**Run 1: floorplan with the power grid**

The bar under the picture is 20 um long. Pins as bars on the die edge. Tap cells in grey.
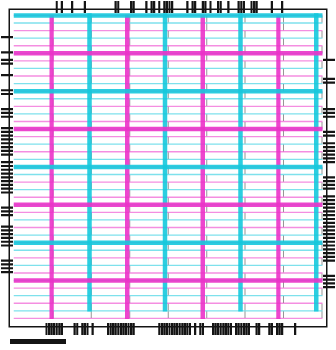
**Run 1: placement by cell class**

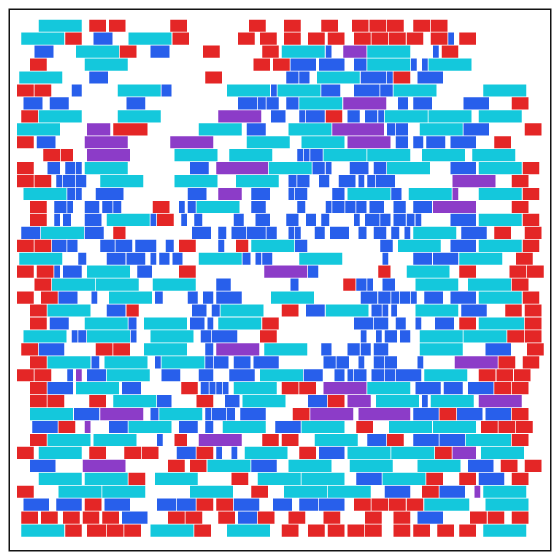
**Run 1: clock distribution**

The bar under the picture is 20 um long.
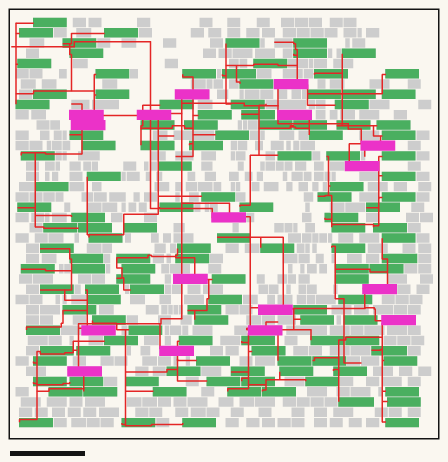
**Run 1: wiring by layer**

The bar under the picture is 20 um long. Two of the layers only.
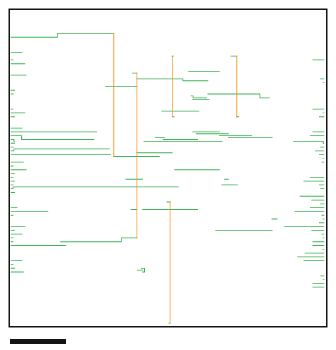
$ cat src/rtl/riscv_pkg.sv
// Shared RV32 core definitions: opcode constants, the fetch FSM state type
// and small helpers used by the fetch stage.
package riscv_pkg;

    localparam logic [6:0]  OPC_LOAD   = 7'b0000011;
    localparam logic [6:0]  OPC_OPIMM  = 7'b0010011;
    localparam logic [6:0]  OPC_OP     = 7'b0110011;
    localparam logic [6:0]  OPC_STORE  = 7'b0100011;
    localparam logic [6:0]  OPC_BRANCH = 7'b1100011;

    localparam logic [31:0] NOP_INSTR  = 32'h0000_0013;

    typedef enum logic [1:0] {
        S_REQ  = 2'd0,
        S_WAIT = 2'd1,
        S_HOLD = 2'd2
    } fetch_state_t;

    // True when a byte address is not word aligned.
    function automatic logic word_misaligned(input logic [1:0] addr_lsb);
        return (addr_lsb != 2'b00);
    endfunction

endpackage

$ cat src/rtl/fetch_pc_gen.sv
// Fetch address generator: holds fetch_pc, applies +4 or a word-aligned
// redirect, and flags redirects whose target was not word aligned.
module fetch_pc_gen
    import riscv_pkg::*;
#(
    parameter int               XLEN     = 32,
    parameter logic [XLEN-1:0]  RESET_PC = {XLEN{1'b0}}
) (
    input  logic            clk,
    input  logic            rst_n,
    input  logic            advance,
    input  logic            redirect,
    input  logic [XLEN-1:0] redirect_target,
    output logic [XLEN-1:0] fetch_pc,
    output logic [XLEN-1:0] fetch_pc_next,
    output logic            misalign
);

    localparam logic [XLEN-1:0] PC_STEP = {{(XLEN-3){1'b0}}, 3'b100};

    logic [XLEN-1:0] fetch_pc_q, fetch_pc_d;
    logic            misalign_q, misalign_d;

    // Next fetch address: redirect beats sequential advance; +4 wraps silently.
    always_comb begin
        fetch_pc_d = fetch_pc_q;
        misalign_d = 1'b0;
        if (redirect) begin
            fetch_pc_d = {redirect_target[XLEN-1:2], 2'b00};
            misalign_d = word_misaligned(redirect_target[1:0]);
        end else if (advance) begin
            fetch_pc_d = fetch_pc_q + PC_STEP;
        end else begin
            fetch_pc_d = fetch_pc_q;
        end
    end

    // Fetch address and misalign pulse registers.
    always_ff @(posedge clk or negedge rst_n) begin
        if (!rst_n) begin
            fetch_pc_q <= RESET_PC;
            misalign_q <= 1'b0;
        end else begin
            fetch_pc_q <= fetch_pc_d;
            misalign_q <= misalign_d;
        end
    end

    assign fetch_pc      = fetch_pc_q;
    assign fetch_pc_next = fetch_pc_d;
    assign misalign      = misalign_q;

endmodule

$ cat src/rtl/instr_fetch.sv
// Instruction fetch stage: one outstanding instruction-memory read at a time,
// an instruction register for decode, and branch redirect with response drop.
module instr_fetch
    import riscv_pkg::*;
#(
    parameter int               XLEN     = 32,
    parameter logic [XLEN-1:0]  RESET_PC = {XLEN{1'b0}}
) (
    input  logic            clk,
    input  logic            rst_n,
    output logic            imem_req,
    output logic [XLEN-1:0] imem_addr,
    input  logic            imem_rvalid,
    input  logic [31:0]     imem_rdata,
    input  logic            stall,
    input  logic            branch_taken,
    input  logic [XLEN-1:0] branch_target,
    output logic            instr_valid,
    output logic [31:0]     instr,
    output logic [6:0]      opcode,
    output logic [XLEN-1:0] pc,
    output logic            misalign
);

    fetch_state_t    state_q, state_d;
    logic            imem_req_q, imem_req_d;
    logic [XLEN-1:0] imem_addr_q, imem_addr_d;
    logic            instr_valid_q, instr_valid_d;
    logic [31:0]     instr_q, instr_d;
    logic [XLEN-1:0] pc_q, pc_d;
    logic            drop_q, drop_d;

    logic            advance_s;
    logic [XLEN-1:0] fetch_pc_s;
    logic [XLEN-1:0] fetch_pc_next_s;

    fetch_pc_gen #(
        .XLEN     (XLEN),
        .RESET_PC (RESET_PC)
    ) u_pc_gen (
        .clk             (clk),
        .rst_n           (rst_n),
        .advance         (advance_s),
        .redirect        (branch_taken),
        .redirect_target (branch_target),
        .fetch_pc        (fetch_pc_s),
        .fetch_pc_next   (fetch_pc_next_s),
        .misalign        (misalign)
    );

    // FSM next state and instruction-register updates.
    // The request strobe is visible during the S_REQ cycle that follows the
    // one where it was decided, so a redirect seen while the strobe is high
    // already has a response coming and must drop it like S_WAIT does.
    always_comb begin
        state_d       = state_q;
        instr_valid_d = instr_valid_q;
        instr_d       = instr_q;
        pc_d          = pc_q;
        drop_d        = drop_q;
        advance_s     = 1'b0;
        if (branch_taken) begin
            instr_valid_d = 1'b0;
            if (((state_q == S_WAIT) && !imem_rvalid) ||
                ((state_q == S_REQ) && imem_req_q)) begin
                state_d = S_WAIT;
                drop_d  = 1'b1;
            end else begin
                state_d = S_REQ;
                drop_d  = 1'b0;
            end
        end else begin
            case (state_q)
                S_REQ: begin
                    if (imem_req_q) begin
                        state_d = S_WAIT;
                    end else begin
                        state_d = S_REQ;
                    end
                end
                S_WAIT: begin
                    if (imem_rvalid && drop_q) begin
                        drop_d  = 1'b0;
                        state_d = S_REQ;
                    end else if (imem_rvalid) begin
                        instr_d       = imem_rdata;
                        pc_d          = fetch_pc_s;
                        instr_valid_d = 1'b1;
                        advance_s     = 1'b1;
                        state_d       = S_HOLD;
                    end else begin
                        state_d = S_WAIT;
                    end
                end
                S_HOLD: begin
                    if (instr_valid_q && !stall) begin
                        instr_valid_d = 1'b0;
                        state_d       = S_REQ;
                    end else begin
                        state_d = S_HOLD;
                    end
                end
                default: begin
                    state_d       = S_REQ;
                    instr_valid_d = 1'b0;
                    drop_d        = 1'b0;
                end
            endcase
        end
    end

    // Registered request strobe and address, derived from the next state.
    always_comb begin
        if (state_d == S_REQ) begin
            imem_req_d  = 1'b1;
            imem_addr_d = fetch_pc_next_s;
        end else begin
            imem_req_d  = 1'b0;
            imem_addr_d = imem_addr_q;
        end
    end

    // Fetch FSM state and output registers.
    always_ff @(posedge clk or negedge rst_n) begin
        if (!rst_n) begin
            state_q       <= S_REQ;
            imem_req_q    <= 1'b0;
            imem_addr_q   <= RESET_PC;
            instr_valid_q <= 1'b0;
            instr_q       <= NOP_INSTR;
            pc_q          <= RESET_PC;
            drop_q        <= 1'b0;
        end else begin
            state_q       <= state_d;
            imem_req_q    <= imem_req_d;
            imem_addr_q   <= imem_addr_d;
            instr_valid_q <= instr_valid_d;
            instr_q       <= instr_d;
            pc_q          <= pc_d;
            drop_q        <= drop_d;
        end
    end

    assign imem_req    = imem_req_q;
    assign imem_addr   = imem_addr_q;
    assign instr_valid = instr_valid_q;
    assign instr       = instr_q;
    assign opcode      = instr_q[6:0];
    assign pc          = pc_q;

endmodule
$ cat config.mk
export PLATFORM = sky130hd
export DESIGN_NAME = instr_fetch
export DESIGN_NICKNAME = d
export VERILOG_FILES = /design/src/rtl/riscv_pkg.sv /design/src/rtl/fetch_pc_gen.sv /design/src/rtl/instr_fetch.sv
export SDC_FILE = /design/constraint.sdc
export NUM_CORES = 1
export LEC_CHECK = 0
export ABC_CLOCK_PERIOD_IN_PS = 3250
export CORE_UTILIZATION = 48
export DETAILED_ROUTE_END_ITERATION = 10
export PLACE_DENSITY_LB_ADDON = 0.25
export SLEW_MARGIN = 20
export SYNTH_ARGS = -nofsm -noshare
export SYNTH_HDL_FRONTEND = slang
export SYNTH_HIERARCHICAL = 1
export SYNTH_SLANG_ARGS = --single-unit
$ cat constraint.sdc
create_clock -name clk -period 3.25 [get_ports clk]
set_input_delay 0.325 -clock clk [delete_from_list [all_inputs] [get_ports clk]]
set_output_delay 0.325 -clock clk [all_outputs]
set_load 0.005 [all_outputs]
==> results.toml, run 1 <==
# flow metrics
[power]
powerDensity_nw_per_um2 = 885.1
p_seq_share_pct = 36.8
p_comb_share_pct = 36.9
irDropWorstVdd_mv = 0.6728
p_int_uw = 5527
p_leak_uw = 0.003622

[worst_setup_path]
crit_slowest_cell = "or3_1"
path_cells = "nand3b_1, or3_4, inv_1, nand4_1, or3_1, or4_1, a31oi_1, mux2_1"
cp_data_arrival_time_ps = 3180
criticalPathCategory = "reg -> reg"
cp_slowest_stage_delay_ps = 580
worst-path-buf-inv = 1
cpLargestDelayFamily = "simple AND/OR/NAND/NOR gates"
start_kind = "flip-flop"
critPathCaptureType = "flip-flop"
crit_fanout = 9

[die]
fp-utilization_pct = 49.45
chipWidth_um = 113.5
die_h_um = 113.5

[detailed_routing]
drt-total-wl_um = 13740
avgRoutedWirePerCell_um = 17.22
drtPass1Iterations = 4
via_count = 4233
antenna_left = 0
drt_iter0_drc = 205
vias_per_cell = 5.305

[final_timing]
tns_ps = 0
worst_slack_ps = 418.4
tightest_slew_ps = 631.6
setup_viol = 0
timing.final.max_slew_violations = 0
fmax_mhz = 353.2
max-slew-margin-rel_pct = 57.89
period_used_pct = 87.13

[global_routing]
grt_pass1_vias = 4234
overflow = 0
antenna_found_initial = 0

[synth]
yosys_register_bits = 134
yosys_area_sq_um = 5964
yosysCellCount = 447
synth.distinct_cells = 45
yosysTopAreaCell = "dfrtp_1"
avgSynthCellArea_sq_um = 13.34
synthesis.nets = 517
netlist_area_sq_um = 5964
ys_warn_count = 6
synth_seq_share_pct = 56.28

[placed_design]
pre_cts_ws_ps = 108.8
finalWeightedCongestion = 0.8043
dpl.hpwl_um = 9450

[hold_path]
min_path_type = "in -> async"

[clock_network]
clk_pin_slew_worst_paths_ps = 60
cts_inserted_buffers = 17
root_buffer = "clkbuf_16"
cts_tree = "built"

[run]
cap_violations = 0
openroad.warnings = 26

[layout]
nets = 690
mostFrequentLayoutCell = "clkdlybuf4s50_1"
layout.cells.most_common_list = "clkdlybuf4s50_1 (173), dfrtp_1 (131), mux2_4 (49), nand2_1 (30), mux2_1 (29)"
instances_no_fill = 798

[outcome]
status = "complete, no violations"
Back to the opening pictures, 'floorplan with the power grid':
legend:
  cyan:
    net: VDD
  magenta:
    net: VSS
signal pins: 175
tap cells: 168
met1 rails: 41
met4 straps: 8
met5 straps: 8

Back to the opening pictures, 'placement by cell class':
legend:
  cyan:
    class: flip-flops
    cells: 134
  blue:
    class: all other logic
    cells: 284
  red:
    class: other buffers and delay cells
    cells: 183
  purple:
    class: clock drivers and dummy loads
    cells: 29
core area: 12060 sq um
post-layout util: 69.64%
fin area: 8399 sq um
num rows: 40
flop share of the area: 39.97%

Back to the opening pictures, 'clock distribution':
legend:
  magenta:
    item: cells driving clock nets
    count: 17
  red:
    item: clock wires
    length: 1640 um
  green:
    item: flip-flops
    count: 134
routed clock nets: 18
flops lie: spread over the die
clock network power: 1950 uW
skew final: 8.306 ps
Clk pwr share: 26.2%
worst skew pair latency: 410 ps

Back to the opening pictures, 'wiring by layer':
legend:
  green:
    layer: met3
    wire_length: 810 um
  orange:
    layer: met4
    wire_length: 190 um

## run 1: power by group through the flow
| stage | combinational (uW) | clock, uW | sequential, uW |
|---|---|---|---|
| final | 2750 | 1950 | 2740 |
| after global routing | 2930 | 2050 | 2820 |
| after floorplan | 1230 | 0 | 2730 |
| after CTS | 2790 | 1990 | 2750 |
| after detailed placement | 2770 | 0 | 2760 |
| after global placement | 2730 | 0 | 2730 |
## run 1: cells by family (layout without fill, tap and decap cells)
| logic type | after synthesis | after routing | synth area share, % |
|---|---|---|---|
| AOI/OAI and AO/OA | 49 | 49 | 5.370 |
| xor gates and xnor gates | 12 | 12 | 1.762 |
| adders and majority gates | 1 | 1 | 0.2097 |
| buffers and inverters | 38 | 221 | 4.133 |
| DFF | 134 | 134 | 56.28 |
| muxes | 98 | 98 | 21.54 |
| and+or+nand+nor | 115 | 115 | 10.70 |
## run 1: synthesized netlist by cell type, drive strengths merged
master and number:
or4 20, mux2 96, mux2i 2, ha 1, xor2 5, or4b 1, nand3b 1, o41ai 2
nand2 30, and4 1, o31ai 10, and3 2, nor2b 4, nand3 16, or2b 1, or2 2
dfrtp 131, and2 2, inv 9, nor2 18, nand4bb 1, clkbuf 10, nand4 6, a31oi 13
nor4 3, xnor2 7, nand2b 1, dfstp 3, o211ai 5, a21oi 4, or3 4, buf 19
o21ai 13, a21boi 1, o32ai 1, nor3 2
## run 1: path summary, 6_finish.rpt
kind,start,to,slack (ps),cells past startpoint
max,drop_q,imem_addr[22],420,8
min,rst_n,instr[22],480,2
max reg2reg,drop_q,imem_addr[22],420,8
min reg2reg,imem_addr[26],imem_addr[26],480,1
max in group asynchronous,rst_n,u_pc_gen/fetch_pc[21],1880,3
min in group clk,imem_addr[26],imem_addr[26],480,1
## run 1: stage by stage
step | hold slack, ps | power [uW]
2_1_floorplan | 29.41 | 3963
3_3_place_gp | 366.9 | 5451
3_5_place_dp | 374.8 | 5525
4_1_cts | 484.0 | 7525
5_1_grt | 508.0 | 7800
6_report | 479.8 | 7435
## run 1: sequential cells by signal, summed over array words and instances, names as in the netlist
name / count
instr_valid: 1
drop_q: 1
state_q: 2
instr: 32
imem_addr: 32
u_pc_gen/misalign: 1
pc: 32
imem_req: 1
u_pc_gen/fetch_pc: 32
## run 1: repair_timing
item                                   CTS  global route
buffers inserted                         0             0
setup endpoints to repair                0             0
hold buffers                             1             0
gates resized                            0             0
endpoints found under the hold margin   67             0
## run 1: cell type report
class | count | area [sq um]
Fill cell | 880 | 3662
Sequential cell | 134 | 3357
Multi-Input combinational cell | 275 | 2374
Timing Repair Buffer | 183 | 1826
Clock buffer | 26 | 509.2
Tap cell | 168 | 210.2
Clock inverter | 3 | 90.09
Inverter | 9 | 33.78
## run 1: worst reg2reg max path: cells and delay by family, from the launching register on
family	cells	cell delay, ps
AND/OR/NAND/NOR	5	1850
flip-flops	1	380
AND-OR/OR-AND	1	220
buffers and inverters	1	170
multiplexers	1	160
## run 1: routing by layer
layer  wire length (um)  GRT usage [%]  vias up
met1               5969          28.51     2121
met4                190          7.368        0
met3                810          7.067       14
met2               6771          36.67      138
li1                   -              -     1960
met5                  0              0        -
--- run 2 (diff from run 1) ---
- GPL_ROUTABILITY_DRIVEN: unset -> 1
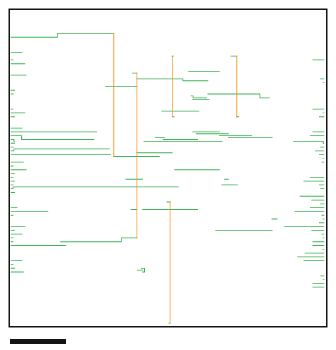
**Above:** run 2 (wiring by layer).
The bar under the picture is 20 um long. Two of the layers only.
legend:
  orange:
    layer: met4
    wire_length: 190 um
  green:
    layer: met3
    wire_length: 810 um
gr usage total: 22.48%
total wire length: 13740 um
drt wl/cell: 17.22 um
via count: 4233

==> run 2 against run 1 <==
  * Clock skew is the same
  * Sequential power about the same
  * Fmax is the same
  * First-iteration DRC count unchanged
  * Clock power about the same
  * Die size unchanged
  * Worst setup slack did not move
  * Core utilization unchanged
  * Via count stayed put
  * Design area stayed put
  * Count of clock-buffer cells in the layout stayed put
  * Area after synthesis is the same
  * Largest power group unchanged
==> results.toml, run 2 <==
# flow metrics
[outcome]
status = "complete, no violations"

[clock_network]
cts_setup_buffers = 0
cts_tree = "built"
cts.repair.resized = 0
clk_pin_slew_worst_paths_ps = 60

[run]
openroad.warnings = 26

[final_timing]
max-slew-margin-rel_pct = 57.89
setup_viol = 0
period_used_pct = 87.13
tns_ps = 0
clock-skew-final_ps = 8.306
fmax_mhz = 353.2
tightest_slew_ps = 631.6
worst_slack_ps = 418.4

[synth]
yosysTopAreaCell = "dfrtp_1"
ys.flop_type = "dfrtp_1"
synthesis.nets = 517
netlist_area_sq_um = 5964
yosys_area_sq_um = 5964
avgSynthCellArea_sq_um = 13.34
yosysCellCount = 447
synthArstFlopShare_pct = 100.0
synth_seq_share_pct = 56.28
yosys.cell_count.top_type = "dfrtp_1"
ys_warn_count = 6
top_cells_by_count = "dfrtp_1 (131), mux2_4 (49), nand2_1 (30)"

[worst_setup_path]
cp_data_arrival_time_ps = 3180
reg2reg_to = "imem_addr[22]"
critPathCaptureType = "flip-flop"
r2r.worst_path.cells = 8
criticalPathCategory = "reg -> reg"
start_kind = "flip-flop"
crit_fanout = 9
r2r_slack_ps = 420

[layout]
nets = 690
layout.cells.most_common_list = "clkdlybuf4s50_1 (173), dfrtp_1 (131), mux2_4 (49), nand2_1 (30), mux2_1 (29)"
mostFrequentLayoutCell = "clkdlybuf4s50_1"
fin_util_pct = 69.64
nFillCells = 880

[power]
p_leak_uw = 0.003622
p_seq_share_pct = 36.8
p_int_uw = 5527
irDropWorstVdd_mv = 0.6728
clkPwrFrac_pct = 26.2

[global_routing]
top_usage_layer = "met2"
use_met3_pct = 7.067
overflow = 0
grt_pass1_vias = 4234
antenna_found_initial = 0
use_met1_pct = 28.51

[die]
core_sq_um = 12060
num_rows = 40
fp-utilization_pct = 49.45
chipWidth_um = 113.5

[detailed_routing]
vias_per_cell = 5.305
drt_iter0_drc = 205
antenna_left = 0
run 2: cell counts in the layout (fill, tap and decap cells not counted):
No cell type changed its count.
run 2: area by class of cell:
class | count | area [sq um] | share of cell area (%)
multi-input cells | 275 | 2374 | 28.26
inverters | 9 | 33.78 | 0.4022
flip-flops and latches | 134 | 3357 | 39.97
well taps | 168 | 210.2 | 2.503
repair buffers | 183 | 1826 | 21.73
clock buffers | 26 | 509.2 | 6.063
clock inverters | 3 | 90.09 | 1.073
run 2: what timing repair did:
| item | in CTS | in global routing |
|---|---|---|
| hold endpoints to repair | 67 | 0 |
| hold buffers | 1 | 0 |
| endpoints found under the setup margin | 0 | 0 |
run 2: metrics by stage:
step	std cells	hold slack (ps)	cell area [sq um]
4_1_cts	798	484.0	8399
2_1_floorplan	447	29.41	5964
3_5_place_dp	768	374.8	7790
6_report	798	479.8	8399
3_3_place_gp	768	366.9	7790
5_1_grt	798	508.0	8399
run 2: worst max path at each step:
stage | startpoint | to | slack (ps) | cells after the start
3_3_place_gp | imem_rvalid | imem_addr[22] | 190 | 9
6_report | drop_q | imem_addr[22] | 420 | 8
3_5_place_dp | imem_rvalid | imem_addr[22] | 110 | 9
2_1_floorplan | drop_q | imem_addr[22] | 420 | 11
4_1_cts | drop_q | imem_addr[22] | 440 | 8
5_1_grt | state_q[0] | imem_addr[22] | 260 | 8
run 2: layer usage:
| metal | vias up | part of all wire, % |
|---|---|---|
| met5 | - | 0 |
| li1 | 1960 | - |
| met2 | 138 | 49 |
| met3 | 14 | 5.9 |
| met1 | 2121 | 43 |
| met4 | 0 | 1.4 |
run 2: cells by family (layout without fill, tap and decap cells):
family / Yosys count / in the layout / synth area share, %
AOI/OAI and AO/OA: 49 / 49 / 5.370
xor gates and xnor gates: 12 / 12 / 1.762
adders and majority gates: 1 / 1 / 0.2097
buffers and inverters: 38 / 221 / 4.133
DFF: 134 / 134 / 56.28
muxes: 98 / 98 / 21.54
and+or+nand+nor: 115 / 115 / 10.70
run 2: power groups by stage:
| stage | clock (uW) | sequential [uW] | combinational [uW] |
|---|---|---|---|
| after floorplan | 0 | 2730 | 1230 |
| after global placement | 0 | 2730 | 2730 |
| after detailed placement | 0 | 2760 | 2770 |
| after CTS | 1990 | 2750 | 2790 |
| after global routing | 2050 | 2820 | 2930 |
| final | 1950 | 2740 | 2750 |
run 2: worst max-delay path: stages (launching register included):
cell and delay, ps:
dfrtp_1 380, nand3b_1 210, or3_4 350, inv_1 170, nand4_1 160, or3_1 580, or4_1 540, a31oi_1 220
mux2_1 160
--- run 3 (diff from run 2) ---
==> constraint.sdc (replaced) <==
create_clock -name clk -period 3.25 [get_ports clk]
set_input_delay 0.325 -clock clk [delete_from_list [all_inputs] [get_ports clk]]
set_output_delay 0.325 -clock clk [all_outputs]
set_load 0.01 [all_outputs]
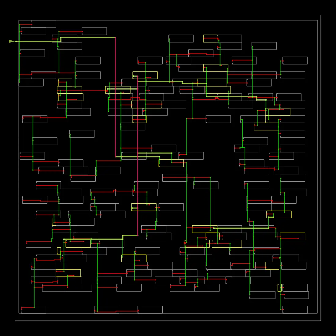
**Above:** run 3 (the clock network).
# clk buffers: 26
TritonCTS Buffers: 17
number of sequential cells: 134

==> run 3 against run 2 <==
  * Sequential cell count is the same
  * Critical endpoint unchanged
  * Combinational power increased by 9.1%
  * Synthesized cell count did not move
  * Cell count unchanged
  * Count of clock-buffer cells in the layout is the same
  * Clock power hardly changed
  * Sequential power is essentially flat
  * Sequential share of layout area unchanged
  * Core utilization unchanged
  * Critical path type unchanged
  * Area after synthesis did not move
  * Via count is the same
==> results.toml, run 3 <==
# flow metrics
[detailed_routing]
antenna_left = 0
avgRoutedWirePerCell_um = 17.22
drt_iter0_drc = 205
drt-total-wl_um = 13740
drtPass1Iterations = 4
via_count = 4233
vias_per_cell = 5.305

[layout]
antennaDiodeCount = 0
mostFrequentLayoutCell = "clkdlybuf4s50_1"
nFillCells = 880
area.growth.synth_to_final_pct = 40.82
final_layout_size_suffix_gt1_share_pct = 18.57
nets = 690
fin_util_pct = 69.64
layout.cells.most_common_list = "clkdlybuf4s50_1 (173), dfrtp_1 (131), mux2_4 (49), nand2_1 (30), mux2_1 (29)"

[power]
p_leak_uw = 0.003622
irDropWorstVdd_mv = 0.6731
power_uw = 7688

[synth]
top_cells_by_count = "dfrtp_1 (131), mux2_4 (49), nand2_1 (30)"
ys.flop_type = "dfrtp_1"
netlist_area_sq_um = 5964
avgSynthCellArea_sq_um = 13.34
yosysTopAreaCell = "dfrtp_1"
yosysCellCount = 447
synthesis.nets = 517
ys_warn_count = 6
yosys.cell_count.top_type = "dfrtp_1"
syn_inst = 447
synth_seq_share_pct = 56.28
yosys_area_sq_um = 5964

[global_routing]
use_met3_pct = 7.067
top_usage_layer = "met2"
grt_util_all_layers_pct = 22.48
use_met1_pct = 28.51
overflow = 0
antenna_found_initial = 0
grt_pass1_vias = 4234

[die]
num_rows = 40
fp-utilization_pct = 49.45
chipWidth_um = 113.5
core_sq_um = 12060

[worst_setup_path]
crit_path_start = "drop_q"
critPathCaptureType = "flip-flop"
crit_slowest_cell = "or3_1"
path_cells = "nand3b_1, or3_4, inv_1, nand4_1, or3_1, or4_1, a31oi_1, mux2_1"
cp.depth = 8
setup.worst_path.end = "imem_addr[22]"
criticalPathCategory = "reg -> reg"
reg2reg_to = "imem_addr[22]"
worst-path-buf-inv = 1
r2r.worst_path.cells = 8
cp_data_arrival_time_ps = 3180
start_kind = "flip-flop"
cpLargestDelayFamily = "simple AND/OR/NAND/NOR gates"
cp_slowest_stage_delay_ps = 580
r2r_slack_ps = 420
crit_fanout = 9

[clock_network]
cts.sinks = 134
cts_tree = "built"
cts_setup_buffers = 0
clk_pin_slew_worst_paths_ps = 60

[hold_path]
min_path_type = "in -> async"

[final_timing]
clock-skew-final_ps = 8.306
max-slew-margin-rel_pct = 57.89
tns_ps = 0
tightest_slew_ps = 631.6
period_used_pct = 87.13
fmax_mhz = 353.2
setup_viol = 0

[run]
openroad.warnings = 26

[outcome]
status = "complete, no violations"
[run 3: cell counts after synthesis]
Identical to the previous run, type by type.
[run 3: repair_timing]
| item | CTS | global route |
|---|---|---|
| hold buffers | 1 | 0 |
| hold endpoints to repair | 67 | 0 |
| gates resized | 0 | 0 |
[run 3: worst min-delay path by stage]
| stage | start | end | cells past startpoint | slack [ps] |
|---|---|---|---|---|
| global route | instr[30] | instr[30] | 1 | 510 |
| CTS | branch_target[0] | u_pc_gen/misalign | 3 | 480 |
| global placement | rst_n | imem_addr[5] | 1 | 370 |
| detailed placement | rst_n | instr[20] | 1 | 370 |
| finish | rst_n | instr[22] | 2 | 480 |
| floorplan | rst_n | drop_q | 0 | 30 |
[run 3: per-stage QoR]
| step | hold slack (ps) | instance area (sq um) | setup WS [ps] | std cells |
|---|---|---|---|---|
| after global placement | 366.9 | 7790 | 188.9 | 768 |
| final | 479.8 | 8399 | 418.4 | 798 |
| after detailed placement | 374.8 | 7790 | 108.8 | 768 |
| after global routing | 508.0 | 8399 | 256.1 | 798 |
| after CTS | 484.0 | 8399 | 440.7 | 798 |
| after floorplan | 29.41 | 5964 | 420.2 | 447 |
[run 3: cell families (layout without fill, tap and decap cells)]
group,count (synthesis),in the layout,synth area share (%)
and+or+nand+nor,115,115,10.70
xor gates and xnor gates,12,12,1.762
buffers and inverters,38,221,4.133
DFF,134,134,56.28
muxes,98,98,21.54
adders and majority gates,1,1,0.2097
AOI/OAI and AO/OA,49,49,5.370
[run 3: layer usage]
metal,wire [um],up-vias
li1,-,1960
met1,5969,2121
met2,6771,138
met3,810,14
met4,190,0
met5,0,-
[run 3: worst register-to-register path: cells and delay by family, from the launching register on]
| family | cells | cell delay [ps] |
|---|---|---|
| simple gates | 5 | 1850 |
| buf+inv | 1 | 170 |
| compound gates | 1 | 220 |
| flops | 1 | 380 |
| mux | 1 | 160 |
[run 3: power by group]
part / total [uW] / switching [uW] / internal [uW]
registers: 2740 / 416 / 2320
logic: 3000 / 1080 / 1920
clock network: 1950 / 653 / 1300
total: 7690 / 2150 / 5540
[run 3: area by class of cell]
class	count	area, sq um	share of cell area, %
sequential	134	3357	39.97
multi-input combinational	275	2374	28.26
timing repair buffer	183	1826	21.73
clock buffer	26	509.2	6.063
tap	168	210.2	2.503
clock inverter	3	90.09	1.073
inverter	9	33.78	0.4022
Power figures rest on the tool's default switching activity, not on a simulated workload.
